<file path="src/rtl/muldiv_pkg.sv">
// Shared definitions for the HI/LO multiply/divide sequencer: operation codes,
// FSM state encoding, and small operand helpers.
package muldiv_pkg;

  localparam int XLEN  = 32;
  localparam int CNT_W = $clog2(XLEN);

  localparam logic [5:0] OP_MULT  = 6'b001011;
  localparam logic [5:0] OP_MULTU = 6'b011000;
  localparam logic [5:0] OP_DIV   = 6'b001100;
  localparam logic [5:0] OP_MADD  = 6'b011001;
  localparam logic [5:0] OP_MSUB  = 6'b011010;
  localparam logic [5:0] OP_MTHI  = 6'b010001;
  localparam logic [5:0] OP_MTLO  = 6'b010010;
  localparam logic [5:0] OP_MFHI  = 6'b001111;
  localparam logic [5:0] OP_MFLO  = 6'b010000;

  typedef enum logic [1:0] {
    ST_IDLE = 2'd0,
    ST_MUL  = 2'd1,
    ST_DIV  = 2'd2,
    ST_FIX  = 2'd3
  } state_t;

  typedef enum logic [2:0] {
    K_MULT,
    K_MULTU,
    K_MADD,
    K_MSUB,
    K_DIV
  } kind_t;

  typedef enum logic {
    STEP_MUL = 1'b0,
    STEP_DIV = 1'b1
  } step_mode_t;

  // Any opcode that reads or writes HI/LO; these are the ones that must stall.
  function automatic logic is_hilo_op(input logic [5:0] op);
    case (op)
      OP_MULT, OP_MULTU, OP_DIV, OP_MADD, OP_MSUB,
      OP_MTHI, OP_MTLO, OP_MFHI, OP_MFLO: return 1'b1;
      default:                            return 1'b0;
    endcase
  endfunction

  function automatic logic [XLEN-1:0] abs_val(input logic [XLEN-1:0] v,
                                              input logic            is_signed);
    return (is_signed && v[XLEN-1]) ? -v : v;
  endfunction

  function automatic kind_t mul_kind(input logic [5:0] op);
    case (op)
      OP_MULTU: return K_MULTU;
      OP_MADD:  return K_MADD;
      OP_MSUB:  return K_MSUB;
      default:  return K_MULT;
    endcase
  endfunction

endpackage

</file>
<file path="src/rtl/hilo_muldiv_ctrl_if.sv">
// EX-stage request / HI-LO result bundle between the pipeline and the
// multiply/divide sequencer.
interface hilo_muldiv_ctrl_if;
  import muldiv_pkg::*;

  logic            Start;
  logic [5:0]      ALUOp;
  logic [XLEN-1:0] A;
  logic [XLEN-1:0] B;
  logic            Stall;
  logic            Busy;
  logic            Done;
  logic [XLEN-1:0] HI;
  logic [XLEN-1:0] LO;

  modport master (
    output Start, ALUOp, A, B,
    input  Stall, Busy, Done, HI, LO
  );

  modport slave (
    input  Start, ALUOp, A, B,
    output Stall, Busy, Done, HI, LO
  );

endinterface

</file>
<file path="src/rtl/muldiv_step.sv">
// One iteration of shift-add multiply or restoring divide on a 2*XLEN-bit
// accumulator; purely combinational.
module muldiv_step
  import muldiv_pkg::*;
(
  input  step_mode_t         mode,
  input  logic [2*XLEN-1:0]  acc,
  input  logic [XLEN-1:0]    operand,
  output logic [2*XLEN-1:0]  acc_next,
  output logic               q_bit
);

  logic [XLEN:0]   mul_sum;
  logic [XLEN:0]   rem_shift;
  logic [XLEN-1:0] rem_diff;
  logic            rem_ge;

  always_comb begin
    // NOTE: every combinational output gets a default first so no path can
    // leave it unassigned and infer a latch.
    acc_next = '0;
    q_bit    = 1'b0;

    // Multiply: upper half accumulates the multiplicand, lower half holds the
    // remaining multiplier bits; the whole pair shifts right with the carry.
    mul_sum = {1'b0, acc[2*XLEN-1:XLEN]} + (acc[0] ? {1'b0, operand} : '0);

    // Divide: {remainder, dividend} shifts left by one, then a trial subtract.
    rem_shift = {acc[2*XLEN-1:XLEN], acc[XLEN-1]};
    rem_ge    = (rem_shift >= {1'b0, operand});
    rem_diff  = rem_shift[XLEN-1:0] - operand;

    if (mode == STEP_MUL) begin
      acc_next = {mul_sum, acc[XLEN-1:1]};
    end else begin
      q_bit = rem_ge;
      // Quotient slot is left clear; the parent merges q_bit into bit 0.
      acc_next = {(rem_ge ? rem_diff : rem_shift[XLEN-1:0]), acc[XLEN-2:0], 1'b0};
    end
  end

endmodule

</file>
<file path="src/rtl/hilo_muldiv_ctrl.sv">
// HI/LO owner for the MIPS pipeline: sequences 32-step multiply/divide,
// applies sign fix-up and accumulate, and stalls HI/LO-class ops while busy.
module hilo_muldiv_ctrl
  import muldiv_pkg::*;
(
  input  logic              Clk,
  input  logic              Rst,
  hilo_muldiv_ctrl_if.slave bus
);

  state_t            state_q, state_d;
  kind_t             kind_q, kind_d;
  logic [CNT_W-1:0]  cnt_q, cnt_d;
  logic [2*XLEN-1:0] acc_q, acc_d;
  logic [XLEN-1:0]   opnd_q, opnd_d;
  logic              neg_lo_q, neg_lo_d;
  logic              neg_hi_q, neg_hi_d;
  logic [XLEN-1:0]   hi_q, hi_d;
  logic [XLEN-1:0]   lo_q, lo_d;
  logic              done_q, done_d;

  step_mode_t        step_mode;
  logic [2*XLEN-1:0] step_acc;
  logic              step_q_bit;
  logic              mul_signed;
  logic [2*XLEN-1:0] prod_fix;
  logic [XLEN-1:0]   quo_fix;
  logic [XLEN-1:0]   rem_fix;

  assign step_mode  = (state_q == ST_DIV) ? STEP_DIV : STEP_MUL;
  assign mul_signed = (bus.ALUOp != OP_MULTU);

  muldiv_step u_step (
    .mode     (step_mode),
    .acc      (acc_q),
    .operand  (opnd_q),
    .acc_next (step_acc),
    .q_bit    (step_q_bit)
  );

  // Sign fix-up: product as one 64-bit value, quotient/remainder separately.
  assign prod_fix = neg_lo_q ? -acc_q : acc_q;
  assign quo_fix  = neg_lo_q ? -acc_q[XLEN-1:0] : acc_q[XLEN-1:0];
  assign rem_fix  = neg_hi_q ? -acc_q[2*XLEN-1:XLEN] : acc_q[2*XLEN-1:XLEN];

  always_comb begin
    state_d  = state_q;
    kind_d   = kind_q;
    cnt_d    = cnt_q;
    acc_d    = acc_q;
    opnd_d   = opnd_q;
    neg_lo_d = neg_lo_q;
    neg_hi_d = neg_hi_q;
    hi_d     = hi_q;
    lo_d     = lo_q;
    done_d   = 1'b0;

    case (state_q)
      ST_IDLE: begin
        if (bus.Start) begin
          case (bus.ALUOp)
            OP_MTHI: hi_d = bus.A;
            OP_MTLO: lo_d = bus.A;
            OP_MULT, OP_MULTU, OP_MADD, OP_MSUB: begin
              acc_d    = {{XLEN{1'b0}}, abs_val(bus.A, mul_signed)};
              opnd_d   = abs_val(bus.B, mul_signed);
              neg_lo_d = mul_signed & (bus.A[XLEN-1] ^ bus.B[XLEN-1]);
              neg_hi_d = 1'b0;
              kind_d   = mul_kind(bus.ALUOp);
              cnt_d    = '0;
              state_d  = ST_MUL;
            end
            OP_DIV: begin
              kind_d = K_DIV;
              cnt_d  = '0;
              if (bus.B == '0) begin
                // Divide-by-zero result is staged as-is and written by FIX.
                acc_d    = {bus.A, {XLEN{1'b1}}};
                neg_lo_d = 1'b0;
                neg_hi_d = 1'b0;
                state_d  = ST_FIX;
              end else begin
                acc_d    = {{XLEN{1'b0}}, abs_val(bus.A, 1'b1)};
                opnd_d   = abs_val(bus.B, 1'b1);
                neg_lo_d = bus.A[XLEN-1] ^ bus.B[XLEN-1];
                neg_hi_d = bus.A[XLEN-1];
                state_d  = ST_DIV;
              end
            end
            default: ;
          endcase
        end
      end

      ST_MUL, ST_DIV: begin
        acc_d = (state_q == ST_DIV)
              ? (step_acc | {{(2*XLEN-1){1'b0}}, step_q_bit})
              : step_acc;
        cnt_d = cnt_q + 1'b1;
        if (cnt_q == CNT_W'(XLEN - 1)) state_d = ST_FIX;
      end

      ST_FIX: begin
        case (kind_q)
          K_MADD:  {hi_d, lo_d} = {hi_q, lo_q} + prod_fix;
          K_MSUB:  {hi_d, lo_d} = {hi_q, lo_q} - prod_fix;
          K_DIV: begin
            hi_d = rem_fix;
            lo_d = quo_fix;
          end
          default: {hi_d, lo_d} = prod_fix;
        endcase
        done_d  = 1'b1;
        state_d = ST_IDLE;
      end

      default: state_d = ST_IDLE;
    endcase
  end

  always_ff @(posedge Clk) begin
    // NOTE: sequential state uses non-blocking assignments so every flop
    // samples pre-edge values regardless of statement order.
    if (Rst) begin
      state_q  <= ST_IDLE;
      kind_q   <= K_MULT;
      cnt_q    <= '0;
      acc_q    <= '0;
      opnd_q   <= '0;
      neg_lo_q <= 1'b0;
      neg_hi_q <= 1'b0;
      hi_q     <= '0;
      lo_q     <= '0;
      done_q   <= 1'b0;
    end else begin
      state_q  <= state_d;
      kind_q   <= kind_d;
      cnt_q    <= cnt_d;
      acc_q    <= acc_d;
      opnd_q   <= opnd_d;
      neg_lo_q <= neg_lo_d;
      neg_hi_q <= neg_hi_d;
      hi_q     <= hi_d;
      lo_q     <= lo_d;
      done_q   <= done_d;
    end
  end

  assign bus.Busy  = (state_q != ST_IDLE);
  assign bus.Stall = bus.Busy & bus.Start & is_hilo_op(bus.ALUOp);
  assign bus.Done  = done_q;
  assign bus.HI    = hi_q;
  assign bus.LO    = lo_q;

endmodule

</file>
<file path="src/flat_wrapper.sv">
// flat-port wrapper written by rule: the top's interface ports become plain ports
module hilo_muldiv_ctrl_flat import muldiv_pkg::*;
  (Clk, Rst, bus_Start, bus_ALUOp, bus_A, bus_B, bus_Stall, bus_Busy, bus_Done, bus_HI, bus_LO);
  hilo_muldiv_ctrl_if bus_i ();
  input  logic Clk;
  input  logic Rst;
  input wire logic [$bits(bus_i.Start)-1:0] bus_Start;
  input wire logic [$bits(bus_i.ALUOp)-1:0] bus_ALUOp;
  input wire logic [$bits(bus_i.A)-1:0] bus_A;
  input wire logic [$bits(bus_i.B)-1:0] bus_B;
  output wire logic [$bits(bus_i.Stall)-1:0] bus_Stall;
  output wire logic [$bits(bus_i.Busy)-1:0] bus_Busy;
  output wire logic [$bits(bus_i.Done)-1:0] bus_Done;
  output wire logic [$bits(bus_i.HI)-1:0] bus_HI;
  output wire logic [$bits(bus_i.LO)-1:0] bus_LO;
  assign bus_i.Start = bus_Start;
  assign bus_i.ALUOp = bus_ALUOp;
  assign bus_i.A = bus_A;
  assign bus_i.B = bus_B;
  assign bus_Stall = bus_i.Stall;
  assign bus_Busy = bus_i.Busy;
  assign bus_Done = bus_i.Done;
  assign bus_HI = bus_i.HI;
  assign bus_LO = bus_i.LO;
  hilo_muldiv_ctrl u_core (.Clk(Clk), .Rst(Rst), .bus(bus_i));
endmodule
</file>
<file path="config.mk">
export PLATFORM = sky130hd
export DESIGN_NAME = hilo_muldiv_ctrl_flat
export DESIGN_NICKNAME = d
export VERILOG_FILES = /design/src/rtl/muldiv_pkg.sv /design/src/rtl/hilo_muldiv_ctrl_if.sv /design/src/rtl/muldiv_step.sv /design/src/rtl/hilo_muldiv_ctrl.sv /design/src/flat_wrapper.sv
export SDC_FILE = /design/constraint.sdc
export NUM_CORES = 1
export LEC_CHECK = 0
export ABC_CLOCK_PERIOD_IN_PS = 8400
export CAP_MARGIN = 15
export CORE_MARGIN = 10
export CORE_UTILIZATION = 50
export CTS_BUF_LIST = sky130_fd_sc_hd__clkbuf_4 sky130_fd_sc_hd__clkbuf_8
export DETAILED_ROUTE_END_ITERATION = 6
export GPL_TIMING_DRIVEN = 0
export PLACE_DENSITY = 0.75
export SLEW_MARGIN = 30
export SYNTH_ARGS = -nofsm -noshare
export SYNTH_HDL_FRONTEND = slang
export SYNTH_SLANG_ARGS = --single-unit
export TNS_END_PERCENT = 5
</file>
<file path="constraint.sdc">
create_clock -name Clk -period 8.4 [get_ports Clk]
set_clock_uncertainty 0.15 [all_clocks]
set_input_delay 1.68 -clock Clk [delete_from_list [all_inputs] [get_ports Clk]]
set_output_delay 1.68 -clock Clk [all_outputs]
set_load 0.005 [all_outputs]
</file>
### Metal 1

Bar = 50 um. Supply wires on this layer in grey.
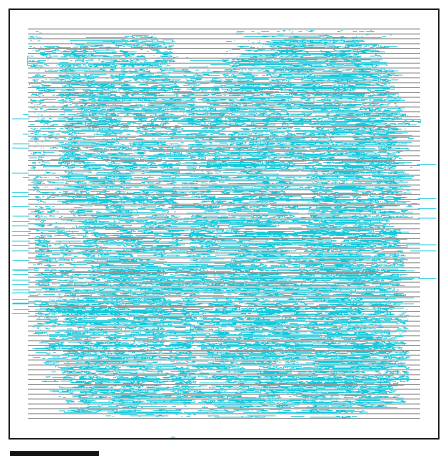
- main direction: horizontal
- nets with wire on the layer: 3732
- wire length on this layer: 44.3 mm
- share of all routed wire: 38%
- longest straight run: 71.8 um
Vias: 29269
met1 usage: 49.3%

### M2 wires

Cells faint in the background.
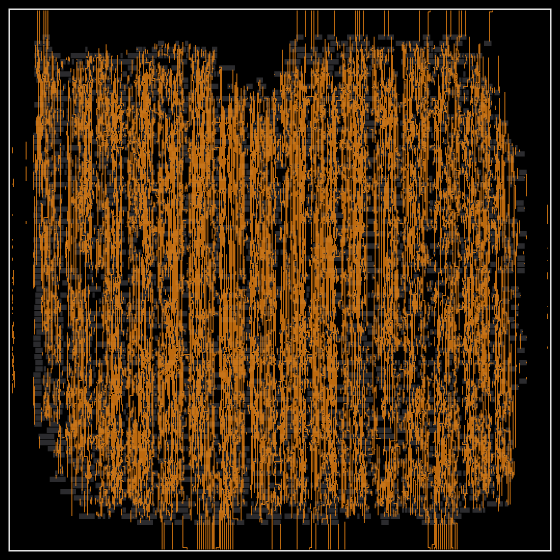
- longest straight run: 86.7 um
- share of all routed wire: 40%

### M3 wires

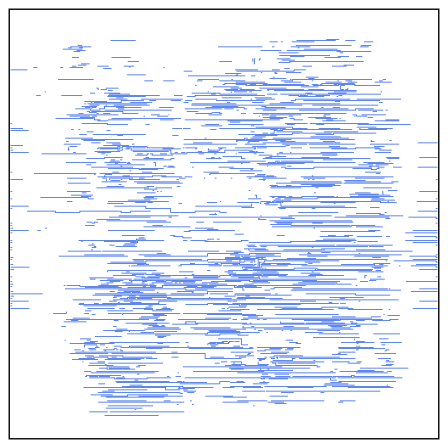
- wire length on this layer: 16200 um
- longest straight run: 90.9 um
- share of all routed wire: 14%
- main direction: horizontal

==> summary.txt <==
P_clk -> 0.652 mW
Post-synth EDFFs -> 0
sw power -> 3.82 mW
setup TNS -> 0 ns
critical path class -> register to register
Data buffer area share -> 8.36%
FF-to-FF End -> u_core.bus.HI[24]
Buffers excl. clock -> 360
Cell Pwr Density -> 247 nW/um2
CP startpoint -> u_core.acc_q[0]
Top power group -> combinational cells
Final ANT Viol Nets -> 0
Final Hold Vio Count -> 0
GPL Wtd Cong -> 1.11
crit path DRT -> 8.63 ns
crit path DAT -> 8.38 ns
post-CTS setup buffers -> 0
r2r setup slk -> 0.25 ns
Starting Density -> 50.4%
Top reg by flops -> u_core.acc_q
slew margin rel. -> 23.5%
Sw Ratio -> 58.3%
cell taking the most area after synthesis -> dfxtp_1
comb area leader -> AND-OR/OR-AND gates
total die area -> 57200 um2
chip width -> 239 um
core area -> 47600 um2
Pleak -> 10.4 nW
Seq. pwr -> 0.987 mW
HP Class -> register to register
first-pass GRT wire length -> 172000 um
crit path capture type -> register
Max-Cap Viols -> 0
most common logic cell in the routed design -> a21oi_1
Final Power -> 6.55 mW
sequential cell area share -> 13.1%
Setup WS pre-CTS -> 0.369 ns
crit-path max cell delay -> 0.66 ns
post-DR vias/cell -> 6.81
logic share of the area -> 71.4%
Primary FF master, synth -> dfxtp_1
wl on met1 -> 44300 um
final instance count without filler cells -> 4301
ys async rst share -> 0%
Setup-failing EPs final -> 0
outcome -> finished clean
post-layout minimum cycle time -> 8.15 ns
Largest register FFs -> 64
clk latency late pin -> 0.53 ns
most frequent cells after synthesis -> a21oi_1, nor2_1, nand2_1, o21ai_0, ha_1
largest cell class by area -> multi-input combinational cells
yosys cell count -> 3518
crit share post-route -> 97.0%
area fraction in mux cells -> 2.34%
hold slack -> 0.340 ns
post-route cell area -> 26500 um2
# fillers -> 4881
Mapped Nets -> 3809
Multi-In Gates -> 2920
Met2 Wirelength -> 47700 um
Top area cell types -> dfxtp_1, ha_1, a21oi_1
DRC Markers -> 0
GRT busiest layer -> met2
WP depth -> 23
initial antenna violation count -> 5
DRT iter0 DRCs -> 4488
Area Growth Syn to Fin -> 10.5%
NumNets Final -> 3962
post_cts resized -> 0
Distinct cells, synth -> 87
PortBufs -> 135
internal power -> 2.73 mW
Seq share, synth -> 14.4%
### Met4 routing

Supply wires on this layer in grey.
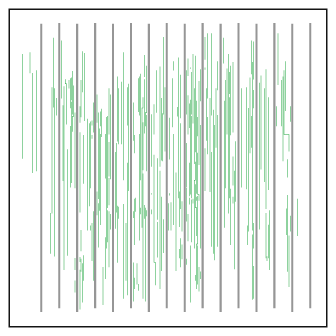
- wire length on this layer: 9720 um
- longest straight run: 139 um
- share of all routed wire: 8.2%
drt total wl: 118000 um

### Congestion heat map

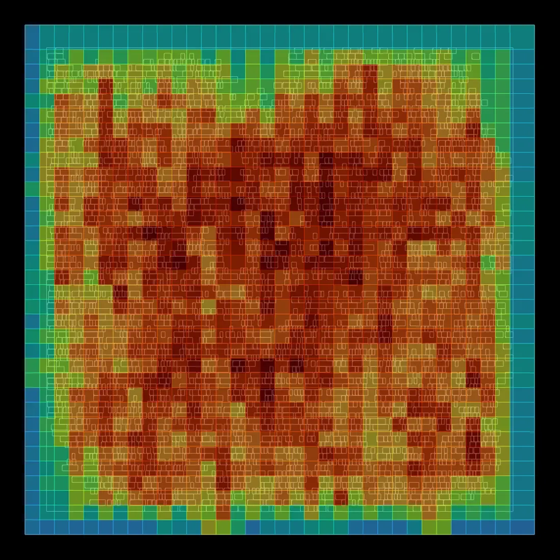
post-layout util: 55.7%
WL/cell: 27.4 um
gr usage total: 39.6%
global routing usage on met2: 58.1%

Power is estimated from default activity; no workload was simulated.
